$ cat config.mk
export PLATFORM = sky130hd
export DESIGN_NAME = exec_sequencer
export DESIGN_NICKNAME = d
export VERILOG_FILES = /design/src/rtl/exec_sequencer.sv
export SDC_FILE = /design/constraint.sdc
export NUM_CORES = 1
export LEC_CHECK = 0
export CAP_MARGIN = 20
export CORE_MARGIN = 4
export CORE_UTILIZATION = 25
export DETAILED_ROUTE_END_ITERATION = 10
export GPL_TIMING_DRIVEN = 0
export HOLD_SLACK_MARGIN = 0.08
export SETUP_SLACK_MARGIN = 0.05
export SLEW_MARGIN = 5
export SYNTH_ARGS = -nofsm -noshare
export SYNTH_HDL_FRONTEND = slang
export SYNTH_SLANG_ARGS = --single-unit
$ cat constraint.sdc
create_clock -name clk -period 1.8 [get_ports clk]
set_clock_uncertainty 0.1 [all_clocks]
set_input_delay 0.54 -clock clk [delete_from_list [all_inputs] [get_ports clk]]
set_output_delay 0.54 -clock clk [all_outputs]
set_load 0.03 [all_outputs]
$ cat src/rtl/exec_sequencer.sv
// Instruction sequencer: fetch, one/two-phase execute with memory wait, and
// optional interrupt entry (enable with macro SEQ_IRQ_EN).
module exec_sequencer #(
  parameter logic [15:0] RESET_PC = 16'h0000,
  parameter logic [15:0] IRQ_VEC  = 16'h0010
) (
  input  logic        clk,
  input  logic        rst,
  output logic        imem_req,
  output logic [15:0] imem_addr,
  input  logic        imem_ack,
  input  logic [7:0]  imem_data,
  output logic [7:0]  inst,
  output logic        cycle,
  input  logic        MC,
  input  logic        M,
  input  logic        J,
  input  logic        CLI,
  input  logic        dmem_ack,
  input  logic [15:0] jaddr,
  output logic        step,
  input  logic        irq,
  output logic        irq_ack,
  output logic [15:0] epc
);

  localparam logic [1:0] S_FETCH = 2'd0;
  localparam logic [1:0] S_EXEC0 = 2'd1;
  localparam logic [1:0] S_EXEC1 = 2'd2;
  localparam logic [1:0] S_IRQ   = 2'd3;

  logic [1:0]  state_q, state_d;
  logic [15:0] pc_q, pc_d;
  logic [7:0]  inst_q, inst_d;
  logic        step_raw, commit, take_irq;

  // EXEC1 with a memory access stalls until dmem_ack; otherwise it steps at once.
  always_comb begin
    step_raw = 1'b0;
    commit   = 1'b0;
    case (state_q)
      S_EXEC0: begin
        step_raw = 1'b1;
        commit   = ~MC;
      end
      S_EXEC1: begin
        step_raw = ~M | dmem_ack;
        commit   = step_raw;
      end
      default: ;
    endcase
  end

  always_comb begin
    state_d = state_q;
    pc_d    = pc_q;
    inst_d  = inst_q;
    case (state_q)
      S_FETCH: if (imem_ack) begin
        inst_d  = imem_data;
        pc_d    = pc_q + 16'd1;
        state_d = S_EXEC0;
      end
      S_EXEC0: begin
        if (MC)          state_d = S_EXEC1;
        else if (take_irq) state_d = S_IRQ;
        else             state_d = S_FETCH;
      end
      S_EXEC1: if (step_raw) begin
        if (J) pc_d = jaddr;
        state_d = take_irq ? S_IRQ : S_FETCH;
      end
      S_IRQ: begin
        pc_d    = IRQ_VEC;
        state_d = S_FETCH;
      end
    endcase
  end

  always_ff @(posedge clk) begin
    if (rst) begin
      state_q <= S_FETCH;
      pc_q    <= RESET_PC;
      inst_q  <= 8'h00;
    end else begin
      state_q <= state_d;
      pc_q    <= pc_d;
      inst_q  <= inst_d;
    end
  end

  assign imem_req  = (state_q == S_FETCH) & ~rst;
  assign imem_addr = pc_q;
  assign cycle     = (state_q == S_EXEC1) & ~rst;
  assign step      = step_raw & ~rst;
  assign inst      = inst_q;

`ifdef SEQ_IRQ_EN
  logic        ie_q, irq_ack_q;
  logic [15:0] epc_q;

  // Decision uses the ie value before any CLI in the same step lands.
  assign take_irq = commit & irq & ie_q;

  always_ff @(posedge clk) begin
    if (rst) begin
      ie_q      <= 1'b1;
      epc_q     <= 16'h0000;
      irq_ack_q <= 1'b0;
    end else begin
      irq_ack_q <= take_irq;
      if (state_q == S_IRQ) begin
        ie_q  <= 1'b0;
        epc_q <= pc_q;
      end else if (step_raw && CLI) begin
        ie_q <= 1'b1;
      end
    end
  end

  assign irq_ack = irq_ack_q & ~rst;
  assign epc     = epc_q;
`else
  logic unused_irq;
  assign unused_irq = ^{irq, CLI, commit};
  assign take_irq   = 1'b0;
  assign irq_ack    = 1'b0;
  assign epc        = 16'h0000;
`endif

endmodule
==> changes_impl.md <==
### Physical design

* Initial antenna violation count at 0
* Final cell count without fillers at 396
* Internal power at 1350 µW
* Number of rows created at floorplan at 29
* Placed wire-length estimate at 4020 µm
* Fin worst setup slack at -0.240 ns
* Synthesis area per yosys at 1710 µm²
* Height of the die at 90.7 µm
* Top cell types by occurrence after synthesis: dfxtp_1 (26), nand2_1 (24), a21oi_1 (19), buf_4 (18), nor2_1 (18)
* Share of post-route cells with drive strength above 1 at 42.9%
* Final-report max-slew violation count at 0
* Worst slack on hold paths at 0.356 ns
* Final net count at 359
* Worst hold endpoint: inst[2]
* End-of-flow core utilization at 47.8%
* Portion of total power attributed to combinational logic at 42.0%
* CTS Root Cell: clkbuf_8
* Failing checks: negative setup slack
* Number of violations reported at the end of detailed-routing iteration 0 at 150
* MaxCap Viol Count at 0
* Die area at 8230 µm²
* Yosys Instances at 218
* Register-to-register path setup slack at -0.20 ns
* Hold Path Origin: inst[2]
* Max-slew headroom at 64.5%
* Post-synth top area cell: dfxtp_1
* Number of sinks on the clock net at 26
* Placement Setup Slack at -1.15 ns
* Number of synthesized flops with an enable pin at 0
* Top-count cell post-synth: dfxtp_1
* Wire length of the first global-routing pass at 9810 µm
* DRT antenna net count at 0
* Floorplan-stage core utilization at 26.3%
* Cell area reported after detailed placement at 2500 µm²
* Post-layout period usage of the worst path at 113%
* CP startpoint: state_q[0]
* Post-Syn Instances at 218
* Least-Margin Pin Slew at 0.528 ns
* RSZ-0062 raised after global routing: true
* Combined global-route utilization of all metal layers at 14.5%
* Commonest Layout Cell: buf_4
* Total congestion overflow after global routing at 0
* Net switching power of the design at 722 µW
* Category of the most critical setup path: reg2out
* Count of boundary I/O pins at 77
* CP arrival at 1.40 ns
* Weighted congestion reported at the end of routability-driven placement at 0.767
* Deepest level of the CTS H-tree at 1
* Clk slew on worst S/H paths at 0.10 ns
* Number of warnings in the stage logs at 35
* Maximum number of pins on one net before global-route repair at 16
* Part of the power in registers at 33.6%
* Final number of hold-violating endpoints at 0
* Via count of the first global-routing pass at 1,936
* Yosys warns at 0
* Required @ worst endpoint at 1.16 ns
* Reg-to-Reg End: imem_addr[8]
* Area of the placeable core at 6490 µm²
* Primary FF master, synth: dfxtp_1
* Total setup violations reported at the end of the flow at 19
* TritonCTS clock tree: built
* Shortest clock period the worst path allows after layout at 2.04 ns
* Pwr/cell area at 669 nW/µm²
* Worst setup SP type: flip-flop
* Sequential-to-total area share from yosys stat at 30.4%
* # diodes at 0
* Syn avg cell area at 7.85 µm²
* Fraction of power spent switching nets at 34.8%
* Highest-count cells in the layout ignoring fill and taps: buf_4 (31), clkdlybuf4s50_1 (26), nand2_1 (23)
* Result of the run: complete, but fails checks
* Largest cells by area after synthesis: dfxtp_1 (30%), buf_4 (7.9%), a21oi_1 (5.6%), nand2_1 (5.3%), ha_1 (4.4%)
* Post-route setup TNS at -2.22 ns
* Highest ir drop seen on vdd at 0.310 mV
* Unique masters post-synth at 46
* Maximum count of clock buffers along a single path at 2
-- final cells by class --
cell class	count	area [µm²]
timing repair buffer	81	796
multi-input combinational	174	1320
inverter	6	27.5
fill	623	3390
clock buffer	3	41.3
sequential	26	537
clock inverter	1	30.0
buffer	28	255
tap	77	96.3
-- logic make-up (layout without fill, tap and decap cells) --
| family | after synthesis | count (layout) | share of synthesized area [%] |
|---|---|---|---|
| flops | 26 | 26 | 30.4 |
| mux | 3 | 3 | 1.76 |
| compound gates | 56 | 57 | 23.5 |
| fa+ha+maj | 6 | 6 | 4.39 |
| buf+inv | 35 | 119 | 12.1 |
| other cells | 1 | 17 | 0.219 |
| simple gates | 91 | 91 | 27.6 |
-- power by group through the flow --
stage	registers [µW]	clock network, µW	logic (µW)
final	697	506	872
after global routing	705	548	932
after CTS	690	518	791
after detailed placement	702	0	638
after global placement	701	0	630
after floorplan	775	0	331
-- layer usage --
layer | routed length [µm] | up-vias | GRT usage (%) | share of wire, %
li1 | - | 957 | - | -
met1 | 2490 | 893 | 16.6 | 41
met2 | 2940 | 82 | 25.0 | 48
met3 | 679 | 4 | 6.33 | 11
met4 | 34 | 0 | 2.93 | 0.55
met5 | 0 | - | 0 | 0
-- worst max-delay path, cell delays in order (launching register included) --
cell     delay [ns]
dfxtp_2        0.37
inv_4          0.05
buf_12         0.12
ha_4           0.25
nor3b_4        0.17
buf_6          0.15
-- flip-flops by register name, summed over array words and instances, names as in the netlist --
signal     flops
state_q        2
imem_addr     16
inst           8
-- what timing repair did --
action / CTS / global route
gates resized: 129 / 35
endpoints found under the setup margin: 50 / 32
pin swaps: 17 / 12
setup buffers: 16 / 7
hold buffers: 0 / 0
gates cloned: 3 / 0
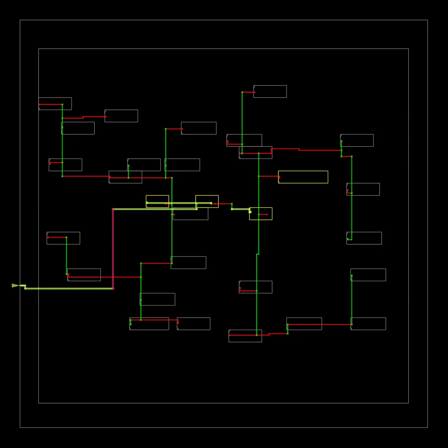
clock_nets.png
TritonCTS Buffers: 3
clock buffer count: 3
Clk. pwr: 506 µW
number of sequential cells: 26

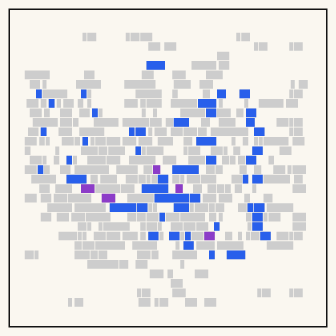
gates.png
and/or cells -> purple  # cells 5, where middle
aoi and oai cells -> blue  # cells 48, most used a21oi_1

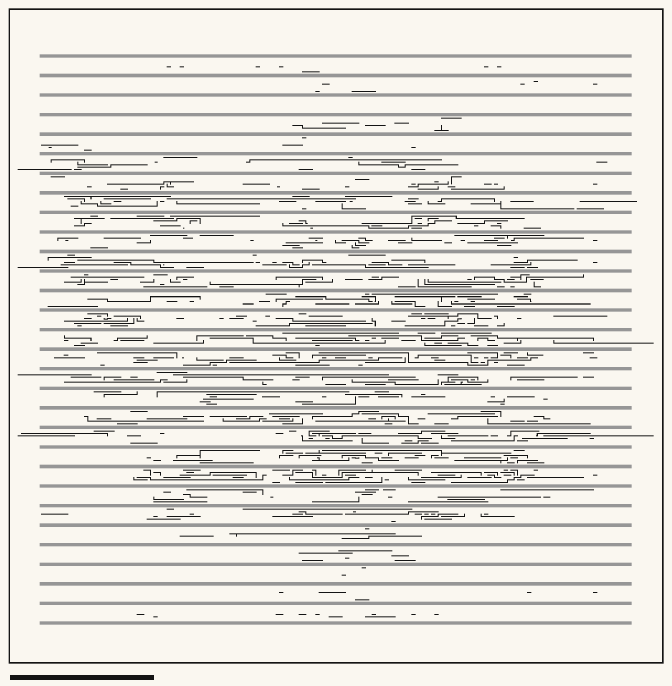
m1.png
Bar = 20 µm. Supply wires on this layer in grey.
main direction = horizontal
wire length on this layer = 2,490 µm
share of all routed wire = 41%
longest straight run = 29.9 µm
nets with wire on the layer = 296
routed wire length: 6150 µm
vias post-DR: 1,936
global-route track usage on met1: 16.6%

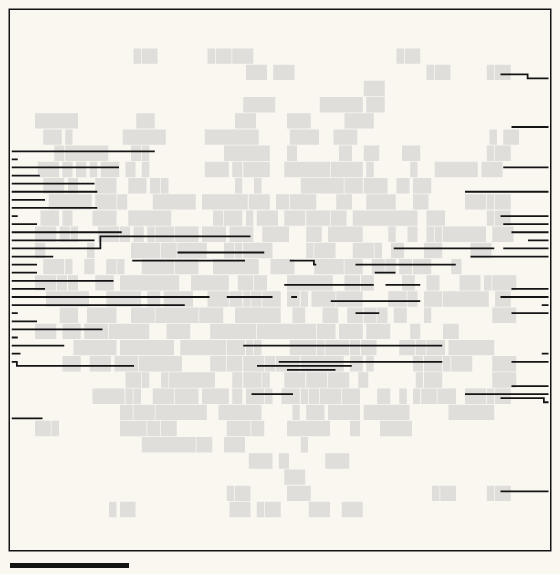
m3.png
Bar = 20 µm. Cells faint in the background.
main direction = horizontal
nets with wire on the layer = 61
share of all routed wire = 11%
met3 layer usage reported by global route: 6.33%

No activity file was given, so power comes from the tool's default toggle rates.
